**src/rtl/pov_texture_mapper.sv**
```systemverilog
// Maps (theta, LED index) to a texture-ROM address and returns the fetched GRB pixel.
// Latency ROM_LATENCY+2 cycles from px_req to pixel_valid, one pixel per clock, no backpressure.
module pov_texture_mapper #(
   parameter int LED_COUNT    = 52,
   parameter int TEX_WIDTH    = 128,
   parameter int NUM_TEXTURES = 5,
   parameter int THETA_BITS   = 6,
   parameter int PX_BITS      = 6,
   parameter int TEX_IDX_BITS = 4,
   parameter int ROM_LATENCY  = 1,
   parameter int ADDR_BITS    = $clog2(TEX_WIDTH*NUM_TEXTURES*LED_COUNT)
) (
   input  logic                    clk,
   input  logic                    reset,
   input  logic [THETA_BITS-1:0]   theta,
   input  logic                    rev_start,
   input  logic                    px_req,
   input  logic [PX_BITS-1:0]      px_num,
   input  logic [THETA_BITS-1:0]   phase_offset,
   input  logic                    mirror_en,
   input  logic                    tex_wr,
   input  logic [TEX_IDX_BITS-1:0] tex_wdata,
   output logic [ADDR_BITS-1:0]    rom_addr,
   input  logic [23:0]             rom_data,
   output logic [23:0]             pixel_out,
   output logic                    pixel_valid,
   output logic [TEX_IDX_BITS-1:0] active_tex,
   output logic                    tex_err,
   output logic [15:0]             rev_count
);

   localparam int COL_BITS = $clog2(TEX_WIDTH);

   localparam logic [PX_BITS-1:0]      LED_LIMIT  = PX_BITS'(LED_COUNT);
   localparam logic [PX_BITS-1:0]      LED_HALF   = PX_BITS'(LED_COUNT / 2);
   localparam logic [PX_BITS-1:0]      LED_LAST   = PX_BITS'(LED_COUNT - 1);
   localparam logic [THETA_BITS-1:0]   HALF_TURN  = {1'b1, {(THETA_BITS-1){1'b0}}};
   localparam logic [ADDR_BITS-1:0]    ROW_STRIDE = ADDR_BITS'(TEX_WIDTH * NUM_TEXTURES);
   localparam logic [ADDR_BITS-1:0]    TEX_STRIDE = ADDR_BITS'(TEX_WIDTH);
   localparam logic [TEX_IDX_BITS-1:0] TEX_LIMIT  = TEX_IDX_BITS'(NUM_TEXTURES);

   logic [TEX_IDX_BITS-1:0] pending_tex;
   logic [THETA_BITS-1:0]   th_sum;
   logic [THETA_BITS-1:0]   th_eff;
   logic [PX_BITS-1:0]      row;
   logic [COL_BITS-1:0]     col;
   logic                    in_range;
   logic                    mirrored;
   logic                    wr_ok;
   logic [ADDR_BITS-1:0]    addr_next;
   logic [ROM_LATENCY:0]    vld_pipe;
   logic [ROM_LATENCY:0]    blank_pipe;

   always_comb begin
      th_sum    = theta + phase_offset;
      in_range  = px_num < LED_LIMIT;
      mirrored  = mirror_en && (px_num >= LED_HALF);
      // Far half of a two-sided strip shows the opposite side of the image
      th_eff    = mirrored ? (th_sum ^ HALF_TURN) : th_sum;
      row       = mirrored ? (LED_LAST - px_num) : px_num;
      col       = COL_BITS'({th_eff, {COL_BITS{1'b0}}} >> THETA_BITS);
      addr_next = ADDR_BITS'(row) * ROW_STRIDE
                + ADDR_BITS'(active_tex) * TEX_STRIDE
                + ADDR_BITS'(col);
      wr_ok     = tex_wr && (tex_wdata < TEX_LIMIT);
   end

   // A valid write coinciding with rev_start goes straight to the active texture
   always_ff @(posedge clk or posedge reset) begin
      if (reset) begin
         pending_tex <= '0;
         active_tex  <= '0;
         tex_err     <= 1'b0;
         rev_count   <= 16'd0;
      end else begin
         tex_err <= tex_wr && !wr_ok;
         if (wr_ok)
            pending_tex <= tex_wdata;
         if (rev_start) begin
            active_tex <= wr_ok ? tex_wdata : pending_tex;
            rev_count  <= rev_count + 16'd1;
         end
      end
   end

   always_ff @(posedge clk or posedge reset) begin
      if (reset)
         rom_addr <= '0;
      else if (px_req && in_range)
         rom_addr <= addr_next;
   end

   // Tags travel alongside the ROM access so blank requests still produce a pulse
   always_ff @(posedge clk or posedge reset) begin
      if (reset) begin
         vld_pipe    <= '0;
         blank_pipe  <= '0;
         pixel_valid <= 1'b0;
         pixel_out   <= 24'h0;
      end else begin
         vld_pipe    <= {vld_pipe[ROM_LATENCY-1:0], px_req};
         blank_pipe  <= {blank_pipe[ROM_LATENCY-1:0], px_req && !in_range};
         pixel_valid <= vld_pipe[ROM_LATENCY];
         if (vld_pipe[ROM_LATENCY])
            pixel_out <= blank_pipe[ROM_LATENCY] ? 24'h0 : rom_data;
      end
   end

endmodule

```
**config.mk**
```make
export PLATFORM = sky130hd
export DESIGN_NAME = pov_texture_mapper
export DESIGN_NICKNAME = d
export VERILOG_FILES = /design/src/rtl/pov_texture_mapper.sv
export SDC_FILE = /design/constraint.sdc
export NUM_CORES = 1
export LEC_CHECK = 0
export CORE_MARGIN = 5
export CORE_UTILIZATION = 46
export CTS_CLUSTER_DIAMETER = 40
export DETAILED_ROUTE_END_ITERATION = 8
export GPL_TIMING_DRIVEN = 0
export HOLD_SLACK_MARGIN = 0.08
export PLACE_DENSITY_LB_ADDON = 0.15
export SLEW_MARGIN = 20
export SYNTH_ARGS = -nofsm -noshare
export SYNTH_HDL_FRONTEND = slang
export SYNTH_SLANG_ARGS = --single-unit
```
**constraint.sdc**
```tcl
create_clock -name clk -period 2.3 [get_ports clk]
set_clock_uncertainty 0.2 [all_clocks]
set_input_delay 0.23 -clock clk [delete_from_list [all_inputs] [get_ports clk]]
set_output_delay 0.23 -clock clk [all_outputs]
set_load 0.05 [all_outputs]
```
==> summary.txt <==
The flow run is done. The flow ran to the end, but the final reports show violations. The checks that failed: negative setup slack. Final design instance area without fill landed at 5136 µm². Per the synthesis report, the AND-OR/OR-AND share of the synthesized area is 0.1077. Final critical path time including I/O delays and setup landed at 2919 ps. For reference, the placement row count at floorplan is 31. Largest stage delay on the critical path landed at 610 ps.

Among the non-sequential cells, AND-OR/OR-AND gates take the most area. Per the timing report, the most critical flop-to-flop path finishes at rom_addr[13]$_DFFE_PP0P_. The cell sequence reported for the critical path is buf_12, inv_12, ha_4, a21oi_4, o41ai_2, a21o_2, nand2_4, mux2_4, ha_4, ha_4, fa_2, nand3_2, o22ai_4, nand3_2, xor2_1, o21ai_1. The fraction of final cell area spent on non-clock buffers in this run is 0.2485. Of the post-synthesis cell area, the part taken by muxes is 0.03366. Yosys reported that registers with async set or reset make up 1.000. In this run the tool buffered the top-level ports with 112 buffer cells. In the finished design, the share of the clock period the worst path needs comes to 1.269. Post-synthesis share of cell area spent on and, or, nand and nor gates landed at 0.1040.

Count of instantiated cells in the yosys netlist landed at 326. Post-CTS setup-driven buffer insertion count landed at 9. Overall power after layout landed at 0.004622 W. Counting buffers and inverters, the worst setup path is 16 cells deep. Number of flip-flops and latches in the synthesized netlist landed at 69. Per the post-place timing report, worst setup slack is -1811 ps.

Share of cell area taken by multi-input logic gates landed at 0.3164. Setup-violating endpoint count in the final report landed at 5. In the final layout, the fill cell count is 538. Per the area breakdown, the dominant cell category is registers. Fraction of the core area covered by cells at the end of the flow landed at 0.7158. OpenROAD emitted warnings numbering 31.

Number of well taps landed at 99. Die boundary width landed at 95.29 µm. The flow reports an fmax of 342.6 MHz. By instance count, the cell type seen most on the critical path is sky130_fd_sc_hd__ha_4. Looking at the cell usage after synthesis, the top flip-flop cell is sky130_fd_sc_hd__dfrtp_1. Summing all flip-flop and latch instances after layout gives 1727 µm². The worst setup path is captured at a flop. Per the layout area report, the combinational gate area comes to 1625 µm². Met2 demand-to-capacity share in global routing landed at 0.2956. The launch point of the critical path was reported as px_num[2]. Registers represent a cell area share of 0.3362. The first global-routing pass estimated 12,850 µm of wire. Synthesized area divided by synthesized cell count landed at 10.26 µm². Entering global routing, the biggest net connects 37 pins. The final timing report gives a worst setup slack of -618.6 ps. Worst-case clock buffer depth landed at 2.

Leakage power of the design landed at 2.331 nW. The worst hold path belongs to the class primary input to flop. Count of final max-slew check failures landed at 0.

The routed design uses 3854 µm of met2 wire. Summed over all nets, the half-perimeter wirelength after detailed placement is 5716 µm. The register with the most flip-flops in the final layout is pixel_out.
-- placed cells by master, fill, tap and decap left out, types with 2 or more instances in the layout --
cell                              instances
sky130_fd_sc_hd__clkdlybuf4s50_1        107
sky130_fd_sc_hd__dfrtp_1                 69
sky130_fd_sc_hd__nand2_1                 45
sky130_fd_sc_hd__o21ai_0                 37
sky130_fd_sc_hd__inv_1                   36
sky130_fd_sc_hd__xnor2_1                 16
sky130_fd_sc_hd__ha_1                    15
sky130_fd_sc_hd__buf_4                   13
sky130_fd_sc_hd__xor2_1                  12
sky130_fd_sc_hd__mux2_2                   9
sky130_fd_sc_hd__clkbuf_8                 9
sky130_fd_sc_hd__nand3_1                  8
sky130_fd_sc_hd__nor2_1                   8
sky130_fd_sc_hd__ha_4                     6
sky130_fd_sc_hd__a21oi_1                  5
sky130_fd_sc_hd__clkbuf_1                 4
sky130_fd_sc_hd__nor2b_1                  4
sky130_fd_sc_hd__a21o_1                   4
sky130_fd_sc_hd__a21oi_2                  4
sky130_fd_sc_hd__xnor2_2                  4
sky130_fd_sc_hd__o21ai_1                  3
sky130_fd_sc_hd__nand3_2                  3
sky130_fd_sc_hd__nand4_1                  3
sky130_fd_sc_hd__buf_2                    2
sky130_fd_sc_hd__and3_1                   2
sky130_fd_sc_hd__fa_1                     2
sky130_fd_sc_hd__clkinv_4                 2
sky130_fd_sc_hd__bufinv_16                2
sky130_fd_sc_hd__buf_12                   2
-- where the power goes --
group          internal (W)  leakage, nW  switching (W)
Clock              0.000616        0.110       0.000489
Combinational      0.000757         1.36        0.00118
Sequential          0.00142        0.863       0.000162
Total               0.00279         2.33        0.00183
m1.png
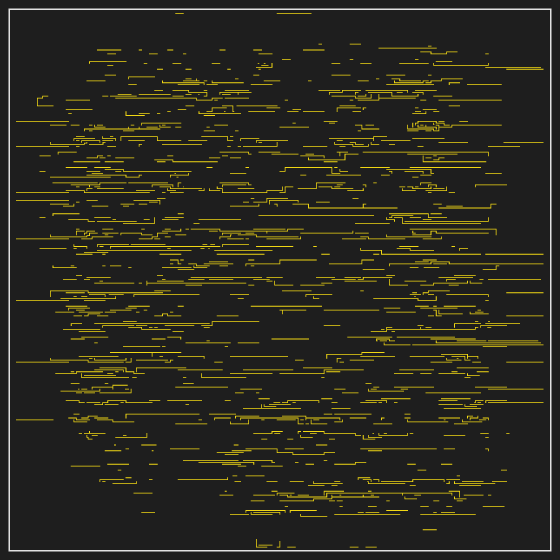
The longest straight run is 23.0 µm. The layer holds 43% of the routed length. The wires run mostly horizontal. The layer carries 3,370 µm of wire. 490 nets have wire on it.
drt total wl: 7793 µm
Via Count: 2,746
GR Layer Usage met1: 0.2417

route_heat.png
Scale bar: 20 µm. The die is cut into 19 by 19 equal tiles; dark blue is low, red is high, scaled to the fullest tile. Values are wire area over tile area, all layers added.
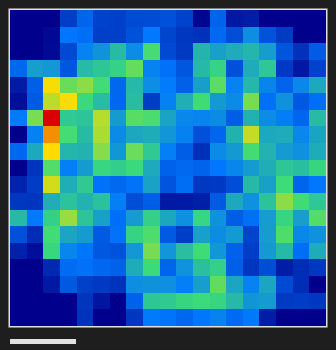
10% of the tiles are nearly empty. The fullest tile reaches 0.49. The emptiest ninth of the die: bottom left.
combined global-route utilization of all metal layers: 0.1832
post-detailed-route wirelength per cell: 13.77 µm

clock_nets.png
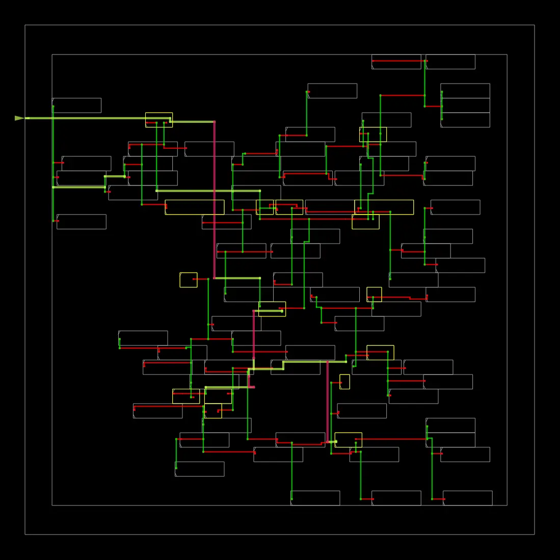
# clk buffers: 9
insertion delay of the later-clocked pin in the worst-skew pair: 350 ps
CTS sink count: 69
Clk. pwr: 0.00111 W
number of buffers added by the clock tree synthesis step: 9

m3.png
Scale bar: 20 µm.
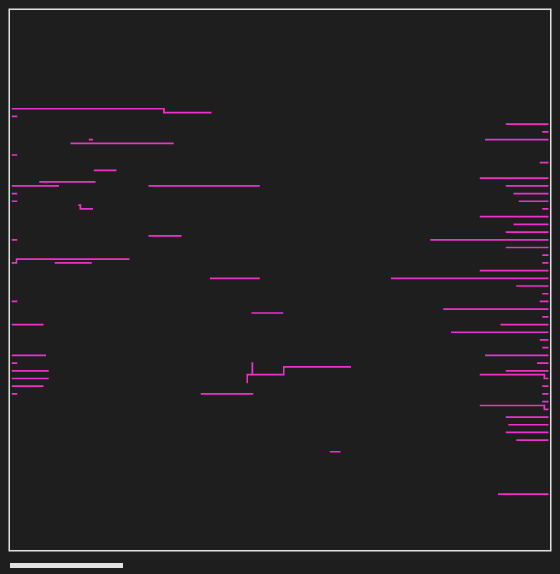
The layer carries 493 µm of wire. The longest straight run is 27.5 µm.

No activity file was given, so power comes from the tool's default toggle rates.
